==> config.mk <==
export PLATFORM = sky130hd
export DESIGN_NAME = synapse_accum_flat
export DESIGN_NICKNAME = d
export VERILOG_FILES = /design/src/rtl/synapse_accum_if.sv /design/src/rtl/synapse_accum.sv /design/src/flat_wrapper.sv
export SDC_FILE = /design/constraint.sdc
export NUM_CORES = 1
export LEC_CHECK = 0
export ABC_AREA = 1
export CAP_MARGIN = 30
export CORE_UTILIZATION = 45
export DETAILED_ROUTE_END_ITERATION = 10
export PLACE_DENSITY = 0.67
export SYNTH_ARGS = -nofsm -noshare
export SYNTH_HDL_FRONTEND = slang
export SYNTH_SLANG_ARGS = --single-unit
==> constraint.sdc <==
create_clock -name clk -period 3.9 [get_ports clk]
set_input_delay 0.585 -clock clk [delete_from_list [all_inputs] [get_ports clk]]
set_output_delay 0.585 -clock clk [all_outputs]
set_load 0.03 [all_outputs]
**Run 1: placed standard cells**

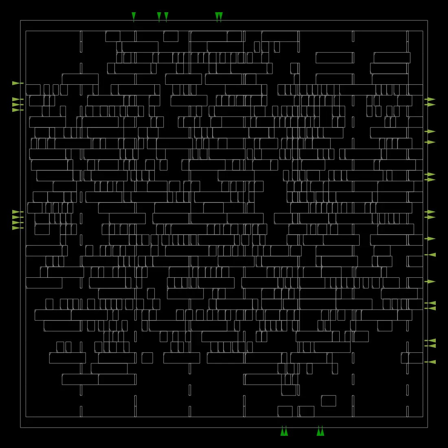
share of the core filled with cells in the final layout: 52.5%
number of tap cells added at floorplan: 133

**Run 1: cells colored by class**

Bar = 20 microns. Fill, decap, tap and diode cells in gray.
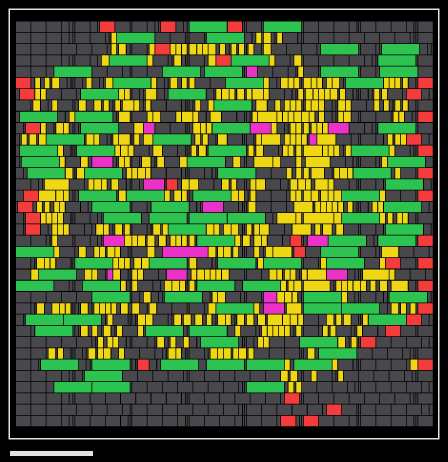
Key: red = other buffers and delay cells [cells 36]; magenta = clock drivers and dummy loads [cells 16]; green = flops [cells 94]; yellow = combinational and other logic [cells 449]
fraction of area in registers: 45.4%
design area: 5180 sq um
total number of placement rows: 36

**Run 1: metal layers overlaid**

Bar = 20 microns.
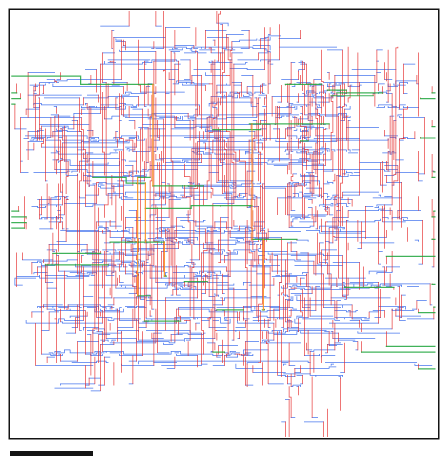
Key: blue = metal 1 [wire length 4,470 microns]; red = metal 2 [wire length 4,770 microns]; green = metal 3 [wire length 324 microns]; orange = metal 4 [wire length 120 microns]
Total Wirelength: 9.68 mm
drt wl/cell: 13.3 microns
via count: 3,679
total routing resource utilization after global routing: 20.1%

**Run 1: gate families picked out**

Bar = 20 microns.
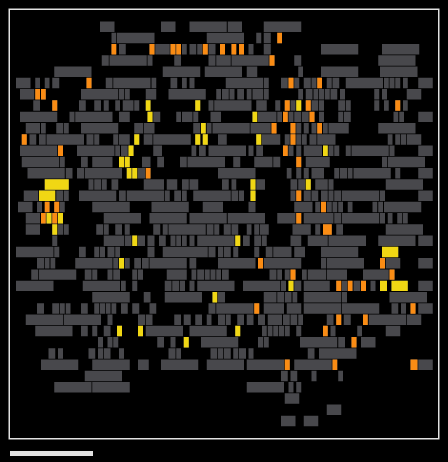
Key: yellow = NOR gates [cells 36, most used nor2_1]; orange = inverters [cells 54, most used inv_1, where widely spread]
number of standard cells in the final layout excluding fillers: 728
most common library cell in the layout ignoring fill and taps: sky130_fd_sc_hd__nand2_1
logic gate fraction of the total cell area: 36.7%

==> flow_metrics.rpt, run 1 <==
PHYSICAL IMPLEMENTATION REPORT
----------------------------------------------------
[Run status]
  Status ........................ completed

[Flow run]
  Number of max-cap violations ........................ 0

[Final layout]
  Largest area class, layout ........................ sequential cells
  Non-clock buffer total of the final layout ........................ 36

[Critical path]
  Cells along the critical path ........................ inv_2 > a21oi_1 > a31oi_1 > ha_1 > fa_1 > nand3_1 > nand2_1 > a21oi_4 > o21ai_0 > nand2_1 > nand2_1
  CP Data Required Time ........................ about 4.2 ns
  Crit path DAT ........................ between 3 and 4 ns

[CTS]
  Post-CTS setup repair buffer count ........................ 0
  Clock Latency Late Sink ........................ 0.36 ns
  Clock buffer count from CTS ........................ 9

[Placement]
  Total of buffers placed on input and output ports ........................ 32
  Post-detail-place hpwl ........................ approximately 7.0 mm

[Synthesis]
  Top logic family ........................ simple AND/OR/NAND/NOR gates

[Route]
  Iteration tally of the first detailed-router pass ........................ 4
  DRC Markers ........................ 0

[Timing]
  Final Hold Viols ........................ 0
  Share of the clock period used by the worst path after layout ........................ 75.0%

[Global route]
  Vias in the first global route ........................ about 3,400

[Power]
  Pwr Density ........................ 790 nW/um^2
  Static power due to leakage ........................ 2.54 nW

[Worst hold path]
  Hold crit path type ........................ reg -> reg

----------------------------------------------------
run 1: routing by layer:
metal,global-route usage (%),up-vias,part of all wire [%]
met3,4.17,14,3.3
met2,34.2,62,49
met4,5.85,0,1.2
met5,0,-,0
li1,-,1870,-
met1,26.2,1733,46
run 1: layout by cell type, fill, tap and decap left out:
master / instances
sky130_fd_sc_hd__nor2_1: 31
sky130_fd_sc_hd__nand3_4: 2
sky130_fd_sc_hd__clkbuf_8: 10
sky130_fd_sc_hd__bufinv_16: 1
sky130_fd_sc_hd__a21oi_1: 12
sky130_fd_sc_hd__nand3_2: 2
sky130_fd_sc_hd__clkdlybuf4s50_1: 32
sky130_fd_sc_hd__inv_4: 1
sky130_fd_sc_hd__inv_1: 47
sky130_fd_sc_hd__nand2_1: 192
sky130_fd_sc_hd__clkinvlp_4: 2
sky130_fd_sc_hd__clkinv_4: 1
sky130_fd_sc_hd__clkbuf_1: 1
sky130_fd_sc_hd__clkinv_2: 2
sky130_fd_sc_hd__buf_4: 4
sky130_fd_sc_hd__a31oi_1: 8
sky130_fd_sc_hd__o21ai_0: 88
sky130_fd_sc_hd__ha_1: 10
sky130_fd_sc_hd__nor3_1: 1
sky130_fd_sc_hd__nor3_4: 1
sky130_fd_sc_hd__nor2_4: 3
sky130_fd_sc_hd__xnor2_1: 2
sky130_fd_sc_hd__fa_1: 1
sky130_fd_sc_hd__o211ai_1: 8
sky130_fd_sc_hd__nand3_1: 21
sky130_fd_sc_hd__inv_2: 5
sky130_fd_sc_hd__a21oi_4: 1
sky130_fd_sc_hd__o21ai_1: 12
sky130_fd_sc_hd__dfrtp_1: 94
run 1: where the power goes:
group | internal [mW] | switching [mW]
clock network | 0.314 | 0.334
registers | 1.25 | 0.207
logic | 0.742 | 1.24
**Run 1: metal 4**

Bar = 20 microns.
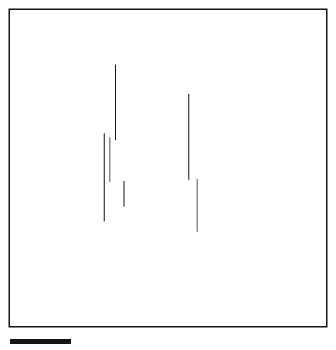

==> run 2, diff against run 1 <==
==> constraint.sdc (replaced) <==
create_clock -name clk -period 3.04 [get_ports clk]
set_input_delay 0.456 -clock clk [delete_from_list [all_inputs] [get_ports clk]]
set_output_delay 0.456 -clock clk [all_outputs]
set_load 0.03 [all_outputs]
**Run 2: metal 4**

Bar = 20 microns.
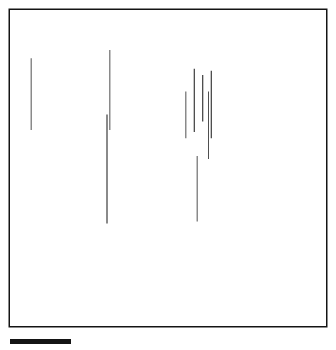
The layer carries 199 microns of wire. The longest straight run is 35.4 microns. The layer holds 2.1% of the routed length.
Total Wirelength: 9.71 mm
via count: 3,675

==> run 2 against run 1 <==
  * Power increased by 31%
  * Critical path type unchanged
  * Worst setup slack got worse by 0.64 ns
  * Area after synthesis unchanged
  * Design area increased by 0.80%
==> flow_metrics.rpt, run 2 <==
PHYSICAL IMPLEMENTATION REPORT
----------------------------------------------------
[Route]
  DRC Markers ........................ 0
  Iteration tally of the first detailed-router pass ........................ 5
  Drt wl/cell ........................ 13.4 microns

[CTS]
  Clock Latency Late Sink ........................ ~0.37 ns
  Post-CTS setup repair buffer count ........................ 0
  Clock buffer count from CTS ........................ 9

[Worst hold path]
  Hold crit path type ........................ reg -> reg

[Timing]
  Final Hold Viols ........................ 0
  Share of the clock period used by the worst path after layout ........................ slightly below 90%

[Synthesis]
  Share of async-settable or async-resettable flops after synthesis ........................ 100%

[Placement]
  Post-detail-place hpwl ........................ between 6 and 7 mm
  Total of buffers placed on input and output ports ........................ 32

[Flow run]
  Number of max-cap violations ........................ 0

[Power]
  Pwr Density ........................ ~1000 nW/um^2
  Static power due to leakage ........................ ~2.6 nW

[Global route]
  Total routing resource utilization after global routing ........................ roughly a fifth
  Vias in the first global route ........................ between 3,000 and 4,000

[Final layout]
  Design area ........................ 5220 sq um
  Most common library cell in the layout ignoring fill and taps ........................ sky130_fd_sc_hd__nand2_1

[Critical path]
  Cells along the critical path ........................ inv_2 > nor2_1 > o21ai_0 > a21oi_1 > a31oi_1 > ha_1 > fa_1 > nand3_1 > nand2_1 > a21oi_4 > o21ai_0 > nand2_1 > nand2_1
  Crit path DAT ........................ 2.96 ns
  CP Data Required Time ........................ around 3.3 ns

[Run status]
  Status ........................ completed

----------------------------------------------------
**Run 2: placed standard cells**

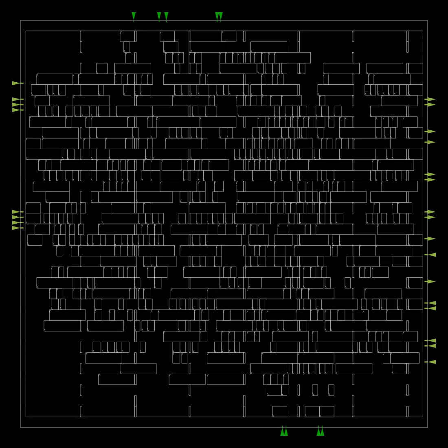
fraction of area in registers: 45.1%
share of the core filled with cells in the final layout: 52.9%
registers: 94
number of standard cells in the final layout excluding fillers: 727

run 2: cell type report:
type	instances	area share (%)
timing repair buffer	35	7.05
clock buffer	9	2.37
tap	133	3.19
multi-input combinational	395	36.4
inverter	54	4.03
clock inverter	7	1.85
sequential	94	45.1
run 2: cells by family (layout without fill, tap and decap cells):
family | count (synthesis) | after routing | share of synthesized area, %
buf+inv | 75 | 105 | 7.91
simple gates | 253 | 253 | 22.8
fa+ha+maj | 11 | 11 | 3.14
xor+xnor | 2 | 2 | 0.379
compound gates | 129 | 129 | 14.9
flops | 94 | 94 | 50.9
run 2: power breakdown:
| part | internal [mW] | leakage, nW | switching [mW] |
|---|---|---|---|
| Clock | 0.468 | 0.114 | 0.454 |
| Combinational | 0.971 | 1.28 | 1.63 |
| Sequential | 1.60 | 1.16 | 0.248 |
run 2: metrics by stage:
step,power [mW],hold slack [ns]
6_report,5.38,0.472
5_1_grt,5.93,0.501
3_3_place_gp,4.40,0.453
2_1_floorplan,3.85,0.448
3_5_place_dp,4.47,0.457
4_1_cts,5.41,0.479
run 2: what timing repair did:
item                       4_1_cts  5_1_grt
setup endpoints to repair        0        3
gates resized                    0        1
hold endpoints to repair         0        0
run 2: per-layer routing:
layer	track usage, %	vias up	wire (microns)
met5	0	-	0
met4	7.04	0	199
met3	4.03	18	425
met2	33.7	76	4580
met1	27.0	1715	4500
li1	-	1866	-
No activity file was given, so power comes from the tool's default toggle rates.
